==> images/clock_map.png <==
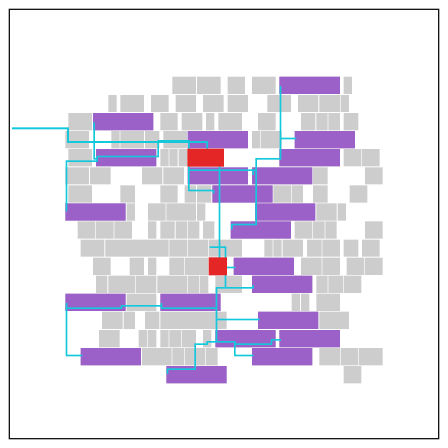
==> images/wire_density.png <==
The die is cut into 13 by 13 equal tiles; black is low, pale yellow is high, scaled to the fullest tile. Values are wire area over tile area, all layers added.
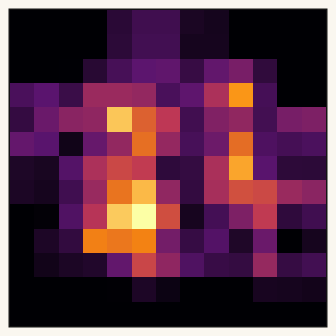
==> images/zoom.png <==
Scale bar: 10 microns. Region (20, 7) to (45, 32) microns. Cells in grey, sequential cells in the stronger grey; small squares are vias.
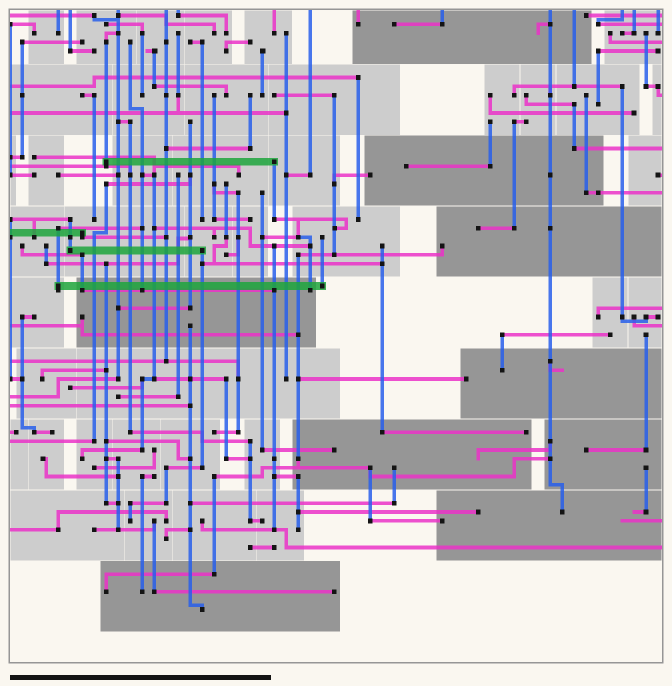
### src/rtl/crc_pkg.sv
// Shared types, default constants and the single-bit CRC step for the serial CRC checker.
// Contents: state_t {SKIP,CALC,REPORT}, CRC-4-ITU defaults, crc_step().
// The step function works on a CRC_MAX_W-bit container so one definition serves any width up to 32.
package crc_pkg;

  typedef enum logic [1:0] {
    SKIP   = 2'd0,
    CALC   = 2'd1,
    REPORT = 2'd2
  } state_t;

  // CRC-4-ITU: x^4 + x + 1, zero preset
  localparam int          CRC_W_DEF    = 4;
  localparam logic [3:0]  POLY_DEF     = 4'h3;
  localparam logic [3:0]  CRC_INIT_DEF = 4'h0;
  localparam int          CRC_MAX_W    = 32;

  // One MSB-first LFSR step of a w-bit CRC held in the low bits of a CRC_MAX_W container.
  function automatic logic [CRC_MAX_W-1:0] crc_step(
    input logic [CRC_MAX_W-1:0] lfsr,
    input logic                 din,
    input logic [CRC_MAX_W-1:0] poly,
    input int unsigned          w = CRC_W_DEF
  );
    logic [CRC_MAX_W-1:0] top;
    logic [CRC_MAX_W-1:0] mask;
    logic                 fb;
    top  = lfsr >> (w - 1);
    fb   = din ^ top[0];
    mask = {CRC_MAX_W{1'b1}} >> (CRC_MAX_W - w);
    return ((lfsr << 1) ^ (fb ? poly : '0)) & mask;
  endfunction

endpackage

### src/rtl/crc_lfsr_serial.sv
// Bit-serial MSB-first CRC register: one step per shift, synchronous clear to CRC_INIT.
// Ports: clk/rstb (async active-low), clr (wins over shift), shift, din; crc = current register.
// Latency: crc reflects a shifted bit one clock after shift is sampled.
module crc_lfsr_serial
  import crc_pkg::*;
#(
  parameter int               CRC_W    = CRC_W_DEF,
  parameter logic [CRC_W-1:0] POLY     = POLY_DEF,
  parameter logic [CRC_W-1:0] CRC_INIT = CRC_INIT_DEF
) (
  input  logic             clk,
  input  logic             rstb,
  input  logic             clr,
  input  logic             shift,
  input  logic             din,
  output logic [CRC_W-1:0] crc
);

  logic [CRC_W-1:0]     r_crc;
  logic [CRC_MAX_W-1:0] w_nxt;

  assign w_nxt = crc_step(CRC_MAX_W'(r_crc), din, CRC_MAX_W'(POLY), CRC_W);
  assign crc   = r_crc;

  always_ff @(posedge clk or negedge rstb) begin
    if (!rstb) begin
      r_crc <= CRC_INIT;
    end else if (clr) begin
      r_crc <= CRC_INIT;
    end else if (shift) begin
      r_crc <= CRC_W'(w_nxt);
    end
  end

endmodule

### src/rtl/serial_crc_checker_param.sv
// Serial CRC checker: drops SKIP_BITS header bits, CRCs DATA_BITS of every DATA_BITS+GAP_BITS slot,
// compares with crc_rx on frame_end and pulses result_valid/cts/cts_error one cycle later.
// Ports: sys_clk, sys_resetb (async active-low), bit_valid/bit_in, frame_end/cmd/crc_rx, err_clr;
//        crc_out, result_valid, cts, cts_error, report_busy, err_cnt (saturating mismatch count).
// SKIP_BITS and REPORT_BITS are expected to be >= 1.
module serial_crc_checker_param
  import crc_pkg::*;
#(
  parameter int               CRC_W       = CRC_W_DEF,
  parameter logic [CRC_W-1:0] POLY        = POLY_DEF,
  parameter logic [CRC_W-1:0] CRC_INIT    = CRC_INIT_DEF,
  parameter int               SKIP_BITS   = 4,
  parameter int               DATA_BITS   = 8,
  parameter int               GAP_BITS    = 1,
  parameter int               CMD_W       = 4,
  parameter logic [CMD_W-1:0] REPORT_CMD  = 4'hE,
  parameter int               REPORT_BITS = 17,
  parameter int               ERR_W       = 8
) (
  input  logic             sys_clk,
  input  logic             sys_resetb,
  input  logic             bit_valid,
  input  logic             bit_in,
  input  logic             frame_end,
  input  logic [CMD_W-1:0] cmd,
  input  logic [CRC_W-1:0] crc_rx,
  input  logic             err_clr,
  output logic [CRC_W-1:0] crc_out,
  output logic             result_valid,
  output logic             cts,
  output logic             cts_error,
  output logic             report_busy,
  output logic [ERR_W-1:0] err_cnt
);

  localparam int SLOT    = DATA_BITS + GAP_BITS;
  localparam int MAX_SR  = (SKIP_BITS > REPORT_BITS) ? SKIP_BITS : REPORT_BITS;
  localparam int CNT_MAX = (MAX_SR > SLOT) ? MAX_SR : SLOT;
  localparam int CNT_W   = $clog2(CNT_MAX + 1);

  localparam logic [CNT_W-1:0] SKIP_LAST   = CNT_W'(SKIP_BITS - 1);
  localparam logic [CNT_W-1:0] REPORT_LAST = CNT_W'(REPORT_BITS - 1);
  localparam logic [CNT_W-1:0] SLOT_LAST   = CNT_W'(SLOT - 1);
  localparam logic [CNT_W-1:0] DATA_END    = CNT_W'(DATA_BITS);

  // One counter serves all states: header bits in SKIP, slot position in CALC,
  // ignored bits in REPORT. Every state change resets it.
  state_t           r_state, w_state_nxt;
  logic [CNT_W-1:0] r_cnt, w_cnt_nxt;
  logic             w_clr, w_shift;
  logic [CRC_W-1:0] w_crc;
  logic             r_res_vld, r_cts, r_cts_err;
  logic [ERR_W-1:0] r_err_cnt;

  crc_lfsr_serial #(
    .CRC_W    (CRC_W),
    .POLY     (POLY),
    .CRC_INIT (CRC_INIT)
  ) u_lfsr (
    .clk   (sys_clk),
    .rstb  (sys_resetb),
    .clr   (w_clr),
    .shift (w_shift),
    .din   (bit_in),
    .crc   (w_crc)
  );

  always_ff @(posedge sys_clk or negedge sys_resetb) begin
    if (!sys_resetb) begin
      r_state <= SKIP;
      r_cnt   <= '0;
    end else begin
      r_state <= w_state_nxt;
      r_cnt   <= w_cnt_nxt;
    end
  end

  always_comb begin
    w_state_nxt = r_state;
    w_cnt_nxt   = r_cnt;
    w_clr       = 1'b0;
    w_shift     = 1'b0;
    if (frame_end) begin
      // frame_end overrides any state; a coincident bit is dropped
      w_clr       = 1'b1;
      w_cnt_nxt   = '0;
      w_state_nxt = (cmd == REPORT_CMD) ? REPORT : SKIP;
    end else if (bit_valid) begin
      unique case (r_state)
        SKIP: begin
          if (r_cnt == SKIP_LAST) begin
            w_state_nxt = CALC;
            w_cnt_nxt   = '0;
          end else begin
            w_cnt_nxt = r_cnt + CNT_W'(1);
          end
        end
        CALC: begin
          w_shift   = (r_cnt < DATA_END);
          w_cnt_nxt = (r_cnt == SLOT_LAST) ? '0 : r_cnt + CNT_W'(1);
        end
        REPORT: begin
          if (r_cnt == REPORT_LAST) begin
            w_state_nxt = SKIP;
            w_cnt_nxt   = '0;
          end else begin
            w_cnt_nxt = r_cnt + CNT_W'(1);
          end
        end
        default: begin
          w_state_nxt = SKIP;
          w_cnt_nxt   = '0;
        end
      endcase
    end
  end

  // Compare uses the LFSR before this cycle's clear; pulses live for one cycle only.
  always_ff @(posedge sys_clk or negedge sys_resetb) begin
    if (!sys_resetb) begin
      r_res_vld <= 1'b0;
      r_cts     <= 1'b0;
      r_cts_err <= 1'b0;
      r_err_cnt <= '0;
    end else begin
      r_res_vld <= frame_end;
      r_cts     <= frame_end && (w_crc == crc_rx);
      r_cts_err <= frame_end && (w_crc != crc_rx);
      if (err_clr) begin
        r_err_cnt <= '0;
      end else if (r_cts_err && (r_err_cnt != {ERR_W{1'b1}})) begin
        r_err_cnt <= r_err_cnt + ERR_W'(1);
      end
    end
  end

  assign crc_out      = w_crc;
  assign result_valid = r_res_vld;
  assign cts          = r_cts;
  assign cts_error    = r_cts_err;
  assign report_busy  = (r_state == REPORT);
  assign err_cnt      = r_err_cnt;

endmodule

### config.mk
export PLATFORM = sky130hd
export DESIGN_NAME = serial_crc_checker_param
export DESIGN_NICKNAME = d
export VERILOG_FILES = /design/src/rtl/crc_pkg.sv /design/src/rtl/crc_lfsr_serial.sv /design/src/rtl/serial_crc_checker_param.sv
export SDC_FILE = /design/constraint.sdc
export NUM_CORES = 1
export LEC_CHECK = 0
export CAP_MARGIN = 25
export CORE_MARGIN = 8
export CORE_UTILIZATION = 52
export CTS_CLUSTER_SIZE = 8
export DETAILED_ROUTE_END_ITERATION = 6
export PLACE_DENSITY = 0.84
export SYNTH_ARGS = -nofsm -noshare
export SYNTH_HDL_FRONTEND = slang
export SYNTH_HIERARCHICAL = 1
export SYNTH_SLANG_ARGS = --single-unit
export TNS_END_PERCENT = 50
### constraint.sdc
create_clock -name sys_clk -period 2.9 [get_ports sys_clk]
set_clock_uncertainty 0.05 [all_clocks]
set_input_delay 0.725 -clock sys_clk [delete_from_list [all_inputs] [get_ports sys_clk]]
set_output_delay 0.725 -clock sys_clk [all_outputs]
set_load 0.1 [all_outputs]
==> results.toml <==
# implementation run metrics
[status]
status = "finished clean"

[layout]
n_all_buffers = 32
layout.cells.non_filler = 179
logic_area_sq_um = 647
seq_area_share_pct = 35.5
logic_gates = 90
largest_reg_flops = 8
nonClkBufAreaFrac_pct = 17.6
n_fill_cell = 162
area_growth_pct = 27.5
final_cell_mix = "22 x dfrtp_1, 19 x buf_4, 14 x nor2_1, 13 x clkdlybuf4s50_1, 10 x xor2_1"
comb_share_pct = 41.7
fin_util_pct = 70.2
antenna-diode-count = 0
n_all_inverters = 3
seq_cells = 22
clock_buffer_count = 4
final_common_cell = "dfrtp_1"
clkCellAreaFrac_pct = 2.34
largest_cell_class = "multi-input combinational cells"
seq_area_sq_um = 551
design_area_sq_um = 1550
drive_gt1_share_pct = 19.2

[placed_design]
placed_area_sq_um = 1520
pre_cts_ws_ps = 445
port_buffers = 29
dp.cells = 175
dp_hpwl_microns = 2000
gp_congestion = 0.848

[routing]
met3_length_microns = 180
dr.pass1.iters = 4
top_layer_used = "met3"
drt-met1-wl_microns = 1140
ant_nets = 0
wl_met2_microns = 1210
drtIter0Drc = 81

[cts]
cts_buffer_depth = 2
root_buffer = "clkbuf_4"
htree_levels = 1
cts_tree = "yes"
postCtsSetupRepairBufs = 0
numCtsBuffers = 3
cts.sink_count = 22
ctsHoldBuffers = 0

[power]
power_switching_share_pct = 28.8
p_comb_share_pct = 19.6
p_leak_nw = 0.714
seqPwrFrac_pct = 53.3
fin_total_pwr_w = 0.000609
internal_power_w = 0.000434
peakVddDrop_uv = 283
pg_comb_w = 0.000119
seq_power_w = 0.000325
p_sw_w = 0.000176
maxPowerGroup = "sequential cells"
power.density_nw_per_um2 = 392

[global_route]
busiest_layer = "met2"
antenna_found_initial = 0
use_met2_pct = 20.1
overflow = 0
grtUsageMet1_pct = 15.3
grt_pass1_wl_microns = 4270
grt_start_max_net_pins = 23

[run]
drv_cap = 0
warnings = 27

[floorplan]
die_area_sq_um = 4150
chipWidth_microns = 64.4
initial_core_util_pct = 55.0
core_area_sq_um = 2210
pin_count = 30
rows = 17
die_h_microns = 64.4

[critical_path]
path_delay_family = "buffers and inverters"
critPathSlowestCell = "clkdlybuf4s50_1"
crit-reg2reg-launch = "r_cnt[0]"
end_kind = "flop"
criticalPathCategory = "in2reg"
arrival_ps = 2300
reg2regPathDepth = 5
cp.required_ps = 3040
r2r_end = "r_cnt[2]"
crit_fanout = 10
endpoint = "u_lfsr/crc[2]"
cp.depth = 7
critPathLaunchType = "input port"
critical_path.max_stage_delay_ps = 560
cp-startpoint = "frame_end"
cp_num_buf_inv = 3
reg2reg_slack_ps = 1080
worstPathCellList = "clkdlybuf4s50_1 > inv_1 > nand2_1 > nor4_1 > buf_4 > mux2i_1 > nor2_1"

[timing]
min_period_ps = 2160
setup_violations = 0
maxSlewHeadroom_pct = 72.6
finalClockPeriodUsage_pct = 74.6
fmax_mhz = 462
setup_tns_ps = 0
tightest_slew_ps = 410
worst_slack_ps = 738
slew_violations = 0
hold_ws_ps = 487
hold_violations = 0

[logic_synthesis]
most_common_cell = "dfrtp_1"
syn_area_per_cell_sq_um = 10.4
ys_sh_aoi_pct = 18.2
syn_area_sq_um = 1220
synthSimpleGateAreaFrac_pct = 21.5
ys_cells = 117
yosys_area_sq_um = 1220
ff_type = "dfrtp_1"
edf_count = 0
ys_sh_xor_pct = 7.91
netlist_top_cells_count = "22 x dfrtp_1, 14 x nor2_1, 10 x xor2_1"
yosysWarnings = 6
synth_flops = 22
synth_adder_area_share_pct = 3.08
syn-instance-count = 117
top_area_share_pct = 45.2
synthArstFlopShare_pct = 100
synth.mux.area_fraction_pct = 2.47
yosysUniqueCellTypes = 42
synth.largest_area_cell = "dfrtp_1"

[hold_path]
min-delay-start = "r_state[1]"
hold_path_depth = 1
hp-class = "reg2reg"
Notes on clock_map.png above:
- clock wires: cyan (length 239 microns)
- flip-flops: purple (count 22)
- cells driving clock nets: red (count 3)
- routed clock nets: 4
Clock power frac: 27.1%
Clk. pwr: 0.000165 W
clk_lat worst skew: 300 ps

Notes on wire_density.png above:
- mean over tiles: 0.098
- tiles over half the peak: 12%
- densest ninth of the die: centre
- fullest tile: 0.46
- nearly empty tiles: 29%
Via Count: 1008
drt total wl: 2540 microns
All-Layer GR Usage: 12.2%
WL/cell: 14.2 microns

Notes on zoom.png above:
- met3: green
- met1: magenta
- met2: blue
- cells with their middle in the window: 43
- most frequent: dfrtp_1 (8), nor2_1 (6)
- netlist names of flops here include: r_cnt (4), err_cnt (3)
- sequential cells in the window: 8

Power is estimated from default activity; no workload was simulated.
